<file path="src/rtl/sar_pkg.sv">
// sar_pkg -- shared definitions for the SAR conversion controller.
//
// Contents:
//   sar_state_t    controller state encoding (IDLE, SAMPLE, SET, SETTLE, DECIDE, DONE)
//   *_MIN/*_MAX    legal ranges of the sar_ctrl parameters
//   TIMER_W        width of the shared phase timer (covers SAMPLE_CYC up to 255)
//   params_legal   helper that checks a parameter set against the ranges
package sar_pkg;

  typedef enum logic [2:0] {
    IDLE   = 3'd0,
    SAMPLE = 3'd1,
    SET    = 3'd2,
    SETTLE = 3'd3,
    DECIDE = 3'd4,
    DONE   = 3'd5
  } sar_state_t;

  localparam int RES_MIN        = 4;
  localparam int RES_MAX        = 16;
  localparam int SAMPLE_CYC_MIN = 1;
  localparam int SAMPLE_CYC_MAX = 255;
  localparam int SETTLE_CYC_MIN = 0;
  localparam int SETTLE_CYC_MAX = 15;

  localparam int TIMER_W = 8;

  function automatic bit params_legal(input int res, input int sample_cyc,
                                      input int settle_cyc);
    return (res >= RES_MIN) && (res <= RES_MAX) &&
           (sample_cyc >= SAMPLE_CYC_MIN) && (sample_cyc <= SAMPLE_CYC_MAX) &&
           (settle_cyc >= SETTLE_CYC_MIN) && (settle_cyc <= SETTLE_CYC_MAX);
  endfunction

endpackage

</file>
<file path="src/rtl/sar_timer.sv">
// sar_timer -- loadable down-counter with a zero flag, shared by the SAMPLE
// and SETTLE phases of the SAR controller.
//
// Ports:
//   clk       rising-edge clock
//   rst       synchronous active-high reset, clears the count
//   load      load load_val into the counter (has priority over dec)
//   dec       decrement by one; the count stops at zero
//   load_val  value to load
//   zero      high while the count is zero
module sar_timer
  import sar_pkg::*;
#(
  parameter int W = TIMER_W
) (
  input  logic         clk,
  input  logic         rst,
  input  logic         load,
  input  logic         dec,
  input  logic [W-1:0] load_val,
  output logic         zero
);

  logic [W-1:0] count;

  always_ff @(posedge clk) begin
    if (rst) begin
      count <= '0;
    end else if (load) begin
      count <= load_val;
    end else if (dec && (count != '0)) begin
      count <= count - 1'b1;
    end
  end

  assign zero = (count == '0);

endmodule

</file>
<file path="src/rtl/sar_ctrl.sv">
// sar_ctrl -- successive-approximation ADC controller.
//
// A conversion tracks the input for SAMPLE_CYC cycles, then resolves one bit
// per SET / SETTLE / DECIDE pass from MSB to LSB and publishes the code in DONE.
//
// Parameters: RES (4..16), SAMPLE_CYC (1..255), SETTLE_CYC (0..15)
// Ports:
//   clk       rising-edge clock
//   rst       synchronous active-high reset
//   start     conversion request, only looked at in IDLE
//   comp_out  comparator decision (1 = Vin >= DAC, keep the trial bit)
//   sample    track/hold control, high during SAMPLE
//   dac_code  trial code for the capacitive DAC
//   busy      high in every state except IDLE
//   data_out  last completed result, updated on DONE entry only
//   eoc       one-cycle end-of-conversion pulse (high in DONE)
//   ovr       saturation flag, qualified by eoc
//
// Optional feature: define SAR_CTRL_OVR_FLAG_EN to flag all-ones / all-zeros
// results on ovr; otherwise ovr is tied low.
module sar_ctrl
  import sar_pkg::*;
#(
  parameter int RES        = 10,
  parameter int SAMPLE_CYC = 2,
  parameter int SETTLE_CYC = 1
) (
  input  logic           clk,
  input  logic           rst,
  input  logic           start,
  input  logic           comp_out,
  output logic           sample,
  output logic [RES-1:0] dac_code,
  output logic           busy,
  output logic [RES-1:0] data_out,
  output logic           eoc,
  output logic           ovr
);

  localparam int IDX_W = $clog2(RES);
  localparam logic [IDX_W-1:0]   IDX_MSB     = IDX_W'(RES - 1);
  localparam logic [TIMER_W-1:0] SAMPLE_LOAD = TIMER_W'(SAMPLE_CYC - 1);
  localparam logic [TIMER_W-1:0] SETTLE_LOAD = TIMER_W'((SETTLE_CYC > 0) ? SETTLE_CYC - 1 : 0);

  if (!params_legal(RES, SAMPLE_CYC, SETTLE_CYC)) begin : g_illegal_params
    $error("sar_ctrl: RES, SAMPLE_CYC or SETTLE_CYC outside the legal range");
  end

  sar_state_t           state, state_next;
  logic [RES-1:0]       dac_next;
  logic [IDX_W-1:0]     idx, idx_next;
  logic                 timer_load, timer_dec, timer_zero;
  logic [TIMER_W-1:0]   timer_load_val;

  // The timer is loaded with (length - 1) on phase entry, so the phase lasts
  // until the count reaches zero: exactly SAMPLE_CYC / SETTLE_CYC cycles.
  sar_timer #(.W(TIMER_W)) u_timer (
    .clk      (clk),
    .rst      (rst),
    .load     (timer_load),
    .dec      (timer_dec),
    .load_val (timer_load_val),
    .zero     (timer_zero)
  );

  // State register plus the registered datapath. busy/sample/eoc are decoded
  // from the next state so they are glitch-free flops aligned with the state.
  always_ff @(posedge clk) begin
    if (rst) begin
      state    <= IDLE;
      dac_code <= '0;
      idx      <= '0;
      data_out <= '0;
      busy     <= 1'b0;
      sample   <= 1'b0;
      eoc      <= 1'b0;
    end else begin
      state    <= state_next;
      dac_code <= dac_next;
      idx      <= idx_next;
      busy     <= (state_next != IDLE);
      sample   <= (state_next == SAMPLE);
      eoc      <= (state_next == DONE);
      if (state_next == DONE) begin
        data_out <= dac_next;
      end
    end
  end

  // Next-state, trial-code and timer control. The final DECIDE updates
  // dac_next, which is what gets captured into data_out on DONE entry.
  always_comb begin
    state_next     = state;
    dac_next       = dac_code;
    idx_next       = idx;
    timer_load     = 1'b0;
    timer_dec      = 1'b0;
    timer_load_val = SAMPLE_LOAD;
    case (state)
      IDLE: begin
        if (start) begin
          state_next = SAMPLE;
          dac_next   = '0;
          idx_next   = IDX_MSB;
          timer_load = 1'b1;
        end
      end
      SAMPLE: begin
        if (timer_zero) state_next = SET;
        else            timer_dec  = 1'b1;
      end
      SET: begin
        dac_next[idx] = 1'b1;
        if (SETTLE_CYC == 0) begin
          state_next = DECIDE;
        end else begin
          state_next     = SETTLE;
          timer_load     = 1'b1;
          timer_load_val = SETTLE_LOAD;
        end
      end
      SETTLE: begin
        if (timer_zero) state_next = DECIDE;
        else            timer_dec  = 1'b1;
      end
      DECIDE: begin
        if (!comp_out) dac_next[idx] = 1'b0;
        if (idx != '0) begin
          idx_next   = idx - 1'b1;
          state_next = SET;
        end else begin
          state_next = DONE;
        end
      end
      DONE:    state_next = IDLE;
      default: state_next = IDLE;
    endcase
  end

`ifdef SAR_CTRL_OVR_FLAG_EN
  // Saturation flag: captured alongside data_out and held until the next DONE.
  always_ff @(posedge clk) begin
    if (rst) begin
      ovr <= 1'b0;
    end else if (state_next == DONE) begin
      ovr <= (dac_next == '1) || (dac_next == '0);
    end
  end
`else
  assign ovr = 1'b0;
`endif

endmodule
</file>
<file path="config.mk">
export PLATFORM = sky130hd
export DESIGN_NAME = sar_ctrl
export DESIGN_NICKNAME = d
export VERILOG_FILES = /design/src/rtl/sar_pkg.sv /design/src/rtl/sar_timer.sv /design/src/rtl/sar_ctrl.sv
export SDC_FILE = /design/constraint.sdc
export NUM_CORES = 1
export LEC_CHECK = 0
export ABC_AREA = 1
export CORE_ASPECT_RATIO = 1.75
export CORE_MARGIN = 2
export CORE_UTILIZATION = 45
export DETAILED_ROUTE_END_ITERATION = 10
export PLACE_DENSITY = 0.67
export SLEW_MARGIN = 25
export SYNTH_ARGS = -nofsm -noshare
export SYNTH_HDL_FRONTEND = slang
export SYNTH_HIERARCHICAL = 1
export SYNTH_SLANG_ARGS = --single-unit
</file>
<file path="constraint.sdc">
create_clock -name clk -period 3.1 [get_ports clk]
set_input_delay 0.62 -clock clk [delete_from_list [all_inputs] [get_ports clk]]
set_output_delay 0.62 -clock clk [all_outputs]
set_load 0.03 [all_outputs]
</file>
Run 1, supply network:
Bar = 20 um. Pins as bars on the die edge.
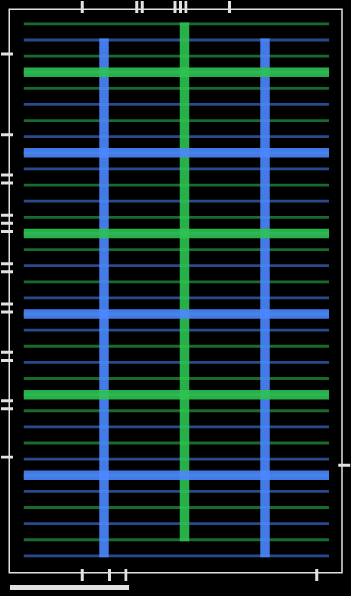
Key: blue = VSS; green = VDD
28 signal pins sit on the boundary. The core has 33 rows. 3 straps on met4. 34 met1 rails follow the rows. 6 straps on met5.

Run 1, cell classes on the final placement:
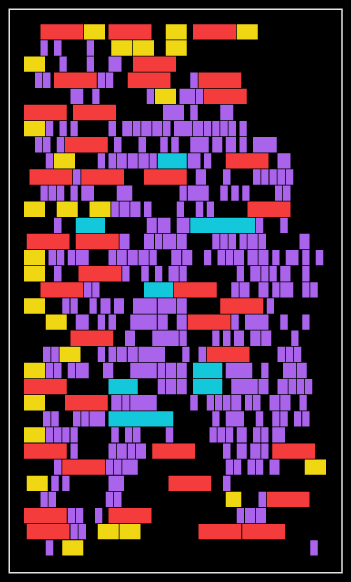
Key: yellow = remaining buffers and delay cells [cells 27]; cyan = clock drivers and dummy loads [cells 8]; red = registers [cells 38]; purple = remaining logic cells [cells 284]

==> results.sh, run 1 <==
# yosys + openroad results
export IMPL_run_status="finished, final reports clean"
export IMPL_vias_per_cell=4.89
export IMPL_synth_seq_cells=38
export IMPL_tns_ns=0
export IMPL_endpoint_kind="flop"
export IMPL_drt_first_iter_violations=79
export IMPL_synthCells=326
export IMPL_io_pin_count=28
export IMPL_drcViolationCount=0
export IMPL_start_kind="flop"
export IMPL_final_cells=409
export IMPL_netlist_area_um2=2120
export IMPL_period_minus_slack_ns=2.15
export IMPL_warning_count=31
export IMPL_area_growth_pct=20.5
export IMPL_fp_util_pct=45.9
export IMPL_root_buffer="clkbuf_8"
export IMPL_h_tree_depth=2
export IMPL_fp_dieArea_um2=5300
export IMPL_fin_crit_sh_pct=69.3
export IMPL_cts_repair_resized=0
export IMPL_ir_drop_v=0.000545
export IMPL_grtUsageTotal_pct=19.2
export IMPL_finClkSkew_ns=0.00381
export IMPL_grt_overflow_total=0
export IMPL_slew_violations=0
export IMPL_grt_pass1_wl_mm=8.10
export IMPL_final_nets=367
export IMPL_seq_power_share_pct=31.1
export IMPL_place_congestion=0.885
export IMPL_cp_arrival_ns=2.38
Run 1, congestion heat map:
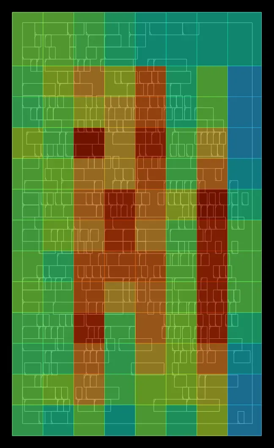
met3 GRT Util: 3.42%
Finished Core Util: 55.2%
GR peak layer: met2
GR Layer Usage met2: 37.5%

## run 1: final cells by class
cell class,instances,area [um2]
clock inverters,2,60.1
inverters,45,170
fillers,458,2070
clock buffers,6,82.6
flip-flops and latches,38,761
well taps,52,65.1
multi-input cells,239,1150
repair buffers,27,268
## run 1: final timing paths
path	to	slack (ns)	cells past startpoint
worst max-delay path	data_out[3]	0.95	12
worst min-delay path	data_out[2]	0.51	4
worst max register to register	data_out[3]	0.95	12
worst min register to register	data_out[2]	0.51	4
## run 1: routing by layer
| metal | vias up | routed length (um) | track usage, % |
|---|---|---|---|
| li1 | 1053 | - | - |
| met1 | 893 | 1880 | 18.2 |
| met2 | 38 | 2480 | 37.5 |
| met3 | 15 | 137 | 3.42 |
| met4 | 0 | 134 | 11.3 |
| met5 | - | 0 | 0 |
## run 1: per-stage QoR
stage | worst slack [ns] | hold slack [ns]
2_1_floorplan | 1.42 | 0.468
3_3_place_gp | 0.926 | 0.498
3_5_place_dp | 0.877 | 0.503
4_1_cts | 0.911 | 0.517
5_1_grt | 0.632 | 0.564
6_report | 0.951 | 0.514
## run 1: synth_stat cells (all sizes together)
master,count,area share [%]
clkinv,2,0.41
and2,6,1.8
xor2,1,0.41
o211ai,1,0.35
clkbuf,4,0.71
nor3,2,0.47
nand2,85,16
inv,43,7.6
nand4,2,0.59
ha,7,4.1
a21oi,12,2.8
dfxtp,38,36
o21ai,22,5.5
nand3,29,7.3
buf,7,2.5
nor2,59,11
conb,1,0.18
xnor2,1,0.41
o21bai,4,1.4
## run 1: state kept, by name, summed over array words and instances (netlist names)
signal,flops
dac_code,10
data_out,10
u_timer/count,8
idx,4
state,3
busy,1
eoc,1
sample,1
## run 1: power groups by stage
stage	clock [uW]	sequential (uW)	combinational [uW]
2_1_floorplan	0	684	745
3_3_place_gp	0	677	950
3_5_place_dp	0	675	962
4_1_cts	533	664	965
5_1_grt	552	680	1100
6_report	521	665	957
## run 1: logic make-up (layout without fill, tap and decap cells)
kind of cell / Yosys count / after routing / share of synthesized area, %
and+or+nand+nor: 183 / 183 / 37.6
buffers and inverters: 56 / 80 / 11.2
AOI/OAI and AO/OA: 39 / 39 / 10.1
DFF: 38 / 38 / 35.9
adders and majority gates: 7 / 7 / 4.13
xor gates and xnor gates: 2 / 2 / 0.826
other: 1 / 8 / 0.177
## run 1: critical path, stage by stage (launching register included)
cell and delay (ns):
dfxtp_1 0.32, inv_1 0.17, ha_1 0.23, nand2_1 0.08, nor2_1 0.23, nand3_1 0.15, nand2_1 0.09, nand2_1 0.06
o21ai_2 0.10, nand3_2 0.34, nand2_1 0.16, nand2_1 0.07, nor2_1 0.10
Run 1, nets reached from selected ports:
Bar = 20 um.
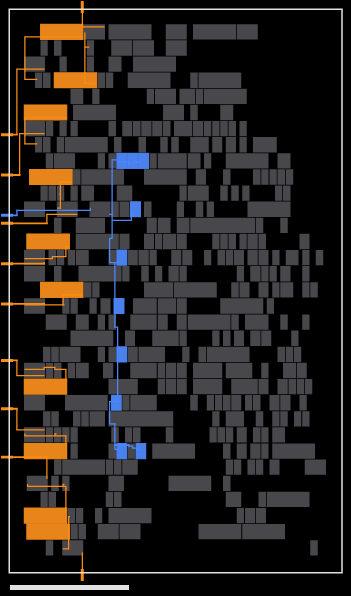

==> run 1 -> run 2 <==
==> constraint.sdc (replaced) <==
create_clock -name clk -period 2.1 [get_ports clk]
set_input_delay 0.42 -clock clk [delete_from_list [all_inputs] [get_ports clk]]
set_output_delay 0.42 -clock clk [all_outputs]
set_load 0.03 [all_outputs]
Run 2, nets reached from selected ports:
Bar = 20 um.
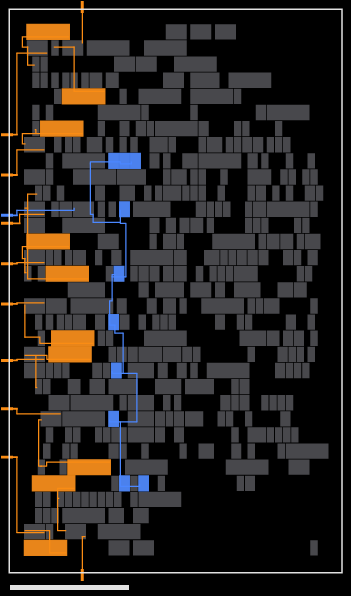
Key: orange = data_out [bits 10, direction output, end cells 10, buffers 10, wire 252 um]; blue = comp_out [bits 1, direction input, end cells 10, buffers 1, wire 101 um]

==> results.sh, run 2 <==
# yosys + openroad results
export IMPL_run_status="finished, final reports clean"
export IMPL_yosys_top_cells_area="dfxtp_1, nand2_1, nor2_1"
export IMPL_worst_path_largest_cell_delay_ns=0.33
export IMPL_slowest_stage="dfxtp_1"
export IMPL_drcViolationCount=0
export IMPL_nFillCells=481
export IMPL_warning_count=31
export IMPL_endpoint_kind="flop"
export IMPL_place_ws_ns=0.151
export IMPL_reg_top3="dac_code x10, data_out x10, u_timer/count x8"
export IMPL_cp_arrival_ns=2.05
export IMPL_layout_setup_ws_ns=0.285
export IMPL_tns_ns=0
export IMPL_start_kind="flop"
export IMPL_crit_chain="inv_1, ha_1, nand2_1, nor2_1, nand3_1, nand2_1, nand2_1, o21ai_2, nand3_4, nand2_1, nand2_1, nor2_1"
export IMPL_final_nets=375
export IMPL_h_tree_depth=2
export IMPL_fp_dieArea_um2=5300
export IMPL_critPathBufInv=1
export IMPL_final_cells=417
export IMPL_async_flop_share_pct=0
export IMPL_yosysTopAreaCellShare_pct=35.9
export IMPL_drt_first_iter_violations=80
export IMPL_netlist_area_um2=2120
export IMPL_ir_drop_v=0.000692
export IMPL_seq_area_um2=761
export IMPL_finClkSkew_ns=0.0102
export IMPL_yosysTopAreaCell="dfxtp_1"
export IMPL_place_congestion=0.870
export IMPL_fp_util_pct=45.9
export IMPL_io_pin_count=28
export IMPL_root_buffer="clkbuf_8"
export IMPL_edf_count=0
export IMPL_slew_violations=0
export IMPL_grt_pass1_wl_mm=8.49
export IMPL_period_minus_slack_ns=1.82
export IMPL_grt_overflow_total=0
export IMPL_grtUsageTotal_pct=20.4
export IMPL_synth_most_common_cell="nand2_1"
export IMPL_vias_per_cell=4.95
export IMPL_ys_top_cells_by_count="nand2_1, nor2_1, inv_1"
Run 2, cell classes on the final placement:
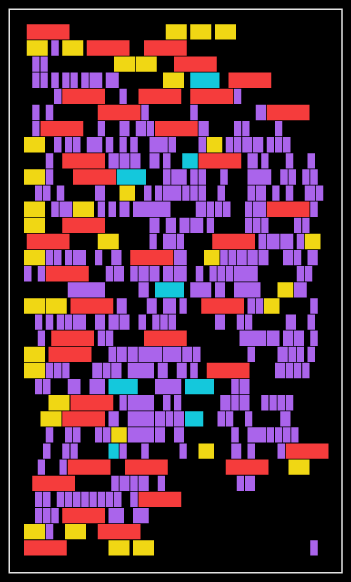
Key: cyan = clock drivers and dummy loads [cells 8]; purple = remaining logic cells [cells 285]; yellow = remaining buffers and delay cells [cells 34]; red = registers [cells 38]

==> run 2: netlist changes by cell type in the layout (fill, tap and decap cells not counted) <==
cell / delta
clkinvlp_4: +1
clkinv_2: +1
buf_4: +7
nand3_4: +2
clkinv_4: +1
clkbuf_8: -1
nand3_2: -1
bufinv_16: -2
==> run 2: final timing paths <==
| path | endpoint | slack, ns | depth (start not counted) |
|---|---|---|---|
| hold / removal | u_timer/count[0] | 0.49 | 2 |
| setup reg to reg | data_out[2] | 0.28 | 12 |
| setup / recovery | data_out[2] | 0.28 | 12 |
| hold reg to reg | u_timer/count[0] | 0.49 | 2 |
==> run 2: area by class of cell <==
class | count | area share [%]
multi-input combinational | 240 | 45.5
clock buffer | 5 | 2.67
tap | 52 | 2.52
timing repair buffer | 34 | 12.4
sequential | 38 | 29.5
inverter | 45 | 6.60
clock inverter | 3 | 0.824
==> run 2: logic make-up after synthesis <==
| family | share of synthesized area (%) |
|---|---|
| compound gates | 10.1 |
| xor+xnor | 0.826 |
| fa+ha+maj | 4.13 |
| buf+inv | 11.2 |
| flops | 35.9 |
| other cells | 0.177 |
| simple gates | 37.6 |
==> run 2: through the flow <==
| step | utilization [%] | hold WS, ns |
|---|---|---|
| detailed placement | 53.3 | 0.485 |
| CTS | 55.2 | 0.499 |
| global route | 55.8 | 0.555 |
| finish | 55.8 | 0.494 |
| floorplan | - | 0.468 |
| global placement | 53.3 | 0.481 |
==> run 2: report_power, final <==
part	internal (uW)	switching, uW	leakage (uW)	total, uW
registers	848	121	0.000309	970
clock network	233	277	0.0000441	510
logic	553	997	0.000907	1550
total	1640	1400	0.00126	3030
==> run 2: routing by layer <==
| metal | wire length [um] | share of wire (%) | track usage [%] | up-vias |
|---|---|---|---|---|
| li1 | - | - | - | 1083 |
| met1 | 1970 | 39 | 19.7 | 923 |
| met2 | 2770 | 55 | 40.1 | 43 |
| met3 | 136 | 2.7 | 3.29 | 14 |
| met4 | 180 | 3.6 | 11.7 | 0 |
| met5 | 0 | 0 | 0 | - |
==> run 2: worst reg2reg max path: cells and delay by family, from the launching register on <==
kind / cells / cell delay (ns)
flip-flops: 1 / 0.33
AND/OR/NAND/NOR: 9 / 1.05
buffers and inverters: 1 / 0.08
AND-OR/OR-AND: 1 / 0.16
adder cells (fa/ha/maj): 1 / 0.14
==> run 2: what timing repair did <==
action | in CTS | in global routing
endpoints found under the setup margin | 0 | 10
buffers inserted | 0 | 0
gates resized | 0 | 2
Run 2, cell density map:
Bar = 20 um. The die is cut into 6 by 9 equal tiles; black is low, pale yellow is high, 0 to 100% covered.
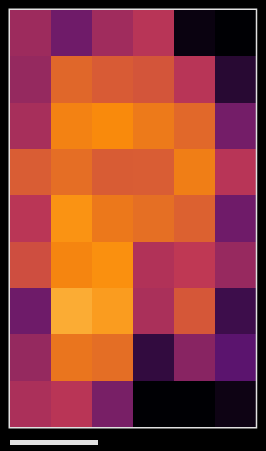

==> run 2 -> run 3 <==
--- a/config.mk
+++ b/config.mk
@@ -5,12 +5,12 @@
 export SDC_FILE = /design/constraint.sdc
 export NUM_CORES = 1
 export LEC_CHECK = 0
-export ABC_AREA = 1
 export CORE_ASPECT_RATIO = 1.75
 export CORE_MARGIN = 2
-export CORE_UTILIZATION = 45
+export CORE_UTILIZATION = 54
 export DETAILED_ROUTE_END_ITERATION = 10
-export PLACE_DENSITY = 0.67
+export PLACE_DENSITY = 0.79
+export SETUP_SLACK_MARGIN = 0.15
 export SLEW_MARGIN = 25
 export SYNTH_ARGS = -nofsm -noshare
 export SYNTH_HDL_FRONTEND = slang
Run 3, cell density map:
Bar = 20 um. The die is cut into 5 by 8 equal tiles; black is low, pale yellow is high, 0 to 100% covered.
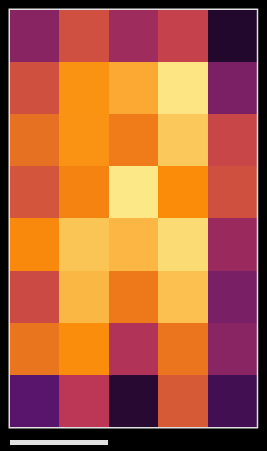
The densest ninth of the die: centre. The fullest tile reaches 95%. The mean over all tiles is 61%.

==> results.sh, run 3 <==
# yosys + openroad results
export IMPL_grtUsageMet3_pct=3.87
export IMPL_synthCells=219
export IMPL_whs_path_depth=1
export IMPL_drt_first_iter_violations=41
export IMPL_ir_drop_v=0.000835
export IMPL_edf_count=0
export IMPL_synth_most_common_cell="dfxtp_1"
export IMPL_root_buffer="clkbuf_8"
export IMPL_place_congestion=0.828
export IMPL_fin_util_pct=73.4
export IMPL_synth_seq_cells=38
export IMPL_worst_r2r_path_depth=7
export IMPL_async_flop_share_pct=0
export IMPL_finClkSkew_ns=0.00789
export IMPL_run_status="finished, final reports clean"
export IMPL_fp_dieArea_um2=4260
export IMPL_warning_count=34
export IMPL_seq_area_um2=764
export IMPL_period_minus_slack_ns=1.96
export IMPL_reg_top3="dac_code x10, data_out x10, u_timer/count x8"
export IMPL_tns_ns=0
export IMPL_area_growth_pct=30.7
export IMPL_hold_ws_ns=0.487
Run 3, cell classes on the final placement:
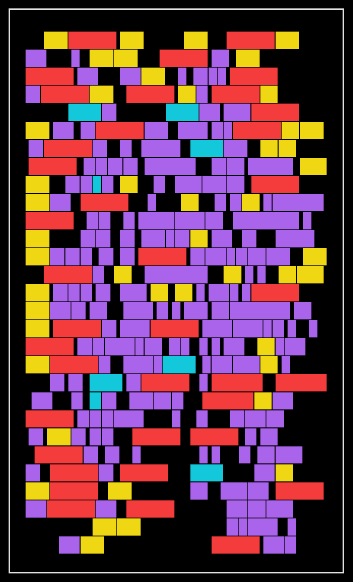
Key: cyan = clock drivers and dummy loads [cells 8]; purple = remaining logic cells [cells 176]; red = registers [cells 38]; yellow = remaining buffers and delay cells [cells 46]

-- run 3: worst max-delay path, stage by stage, from the launching register on --
cell and delay, ns:
dfxtp_2 0.33, or4_4 0.57, nor4_4 0.25, nor3b_4 0.10, or3b_4 0.27, nor3_4 0.05
mux2i_1 0.11, a211oi_1 0.20
-- run 3: cell type report --
| class | count | area share, % |
|---|---|---|
| clock buffers | 7 | 3.28 |
| multi-input cells | 168 | 48.1 |
| repair buffers | 46 | 15.9 |
| inverters | 8 | 1.33 |
| flip-flops and latches | 38 | 29.0 |
| clock inverters | 1 | 0.190 |
| well taps | 46 | 2.18 |
-- run 3: cells by family after synthesis --
family                     after synthesis  synth area share (%)
adders and majority gates                7                  4.34
xor gates and xnor gates                 3                  1.30
buffers and inverters                   20                  5.46
muxes                                    3                  1.49
AOI/OAI and AO/OA                       72                  25.5
other                                    1                 0.186
and+or+nand+nor                         75                  24.0
DFF                                     38                  37.7
-- run 3: worst paths after layout --
check | to | startpoint | slack, ns
setup / recovery | u_timer/count[7] | u_timer/count[5] | 0.14
hold / removal | data_out[6] | data_out[6] | 0.49
setup reg to reg | u_timer/count[7] | u_timer/count[5] | 0.14
hold reg to reg | data_out[6] | data_out[6] | 0.49
-- run 3: power by group --
part	total [uW]	internal (uW)	leakage [uW]	switching, uW
clock network	511	265	0.0000482	246
registers	829	774	0.000310	54.6
logic	702	322	0.000627	380
-- run 3: through the flow --
step / cell area, um2 / instances / setup slack [ns]
after floorplan: 2080 / 226 / 0.0823
after global routing: 2640 / 314 / 0.000636
after global placement: 2430 / 301 / 0.00805
after detailed placement: 2430 / 301 / -0.0140
final: 2640 / 314 / 0.136
after CTS: 2570 / 313 / 0.110
-- run 3: layer usage --
metal / vias to the layer above / wire length, um
met5: - / 0
met4: 0 / 82
met3: 4 / 97
met2: 24 / 2660
met1: 857 / 1840
li1: 880 / -
-- run 3: timing repair --
action,4_1_cts,5_1_grt
pin swaps,4,9
hold buffers,0,0
endpoints found under the setup margin,11,12
gates resized,6,15
endpoints found under the hold margin,0,0
buffers inserted,4,1
Power is estimated from default activity; no workload was simulated.
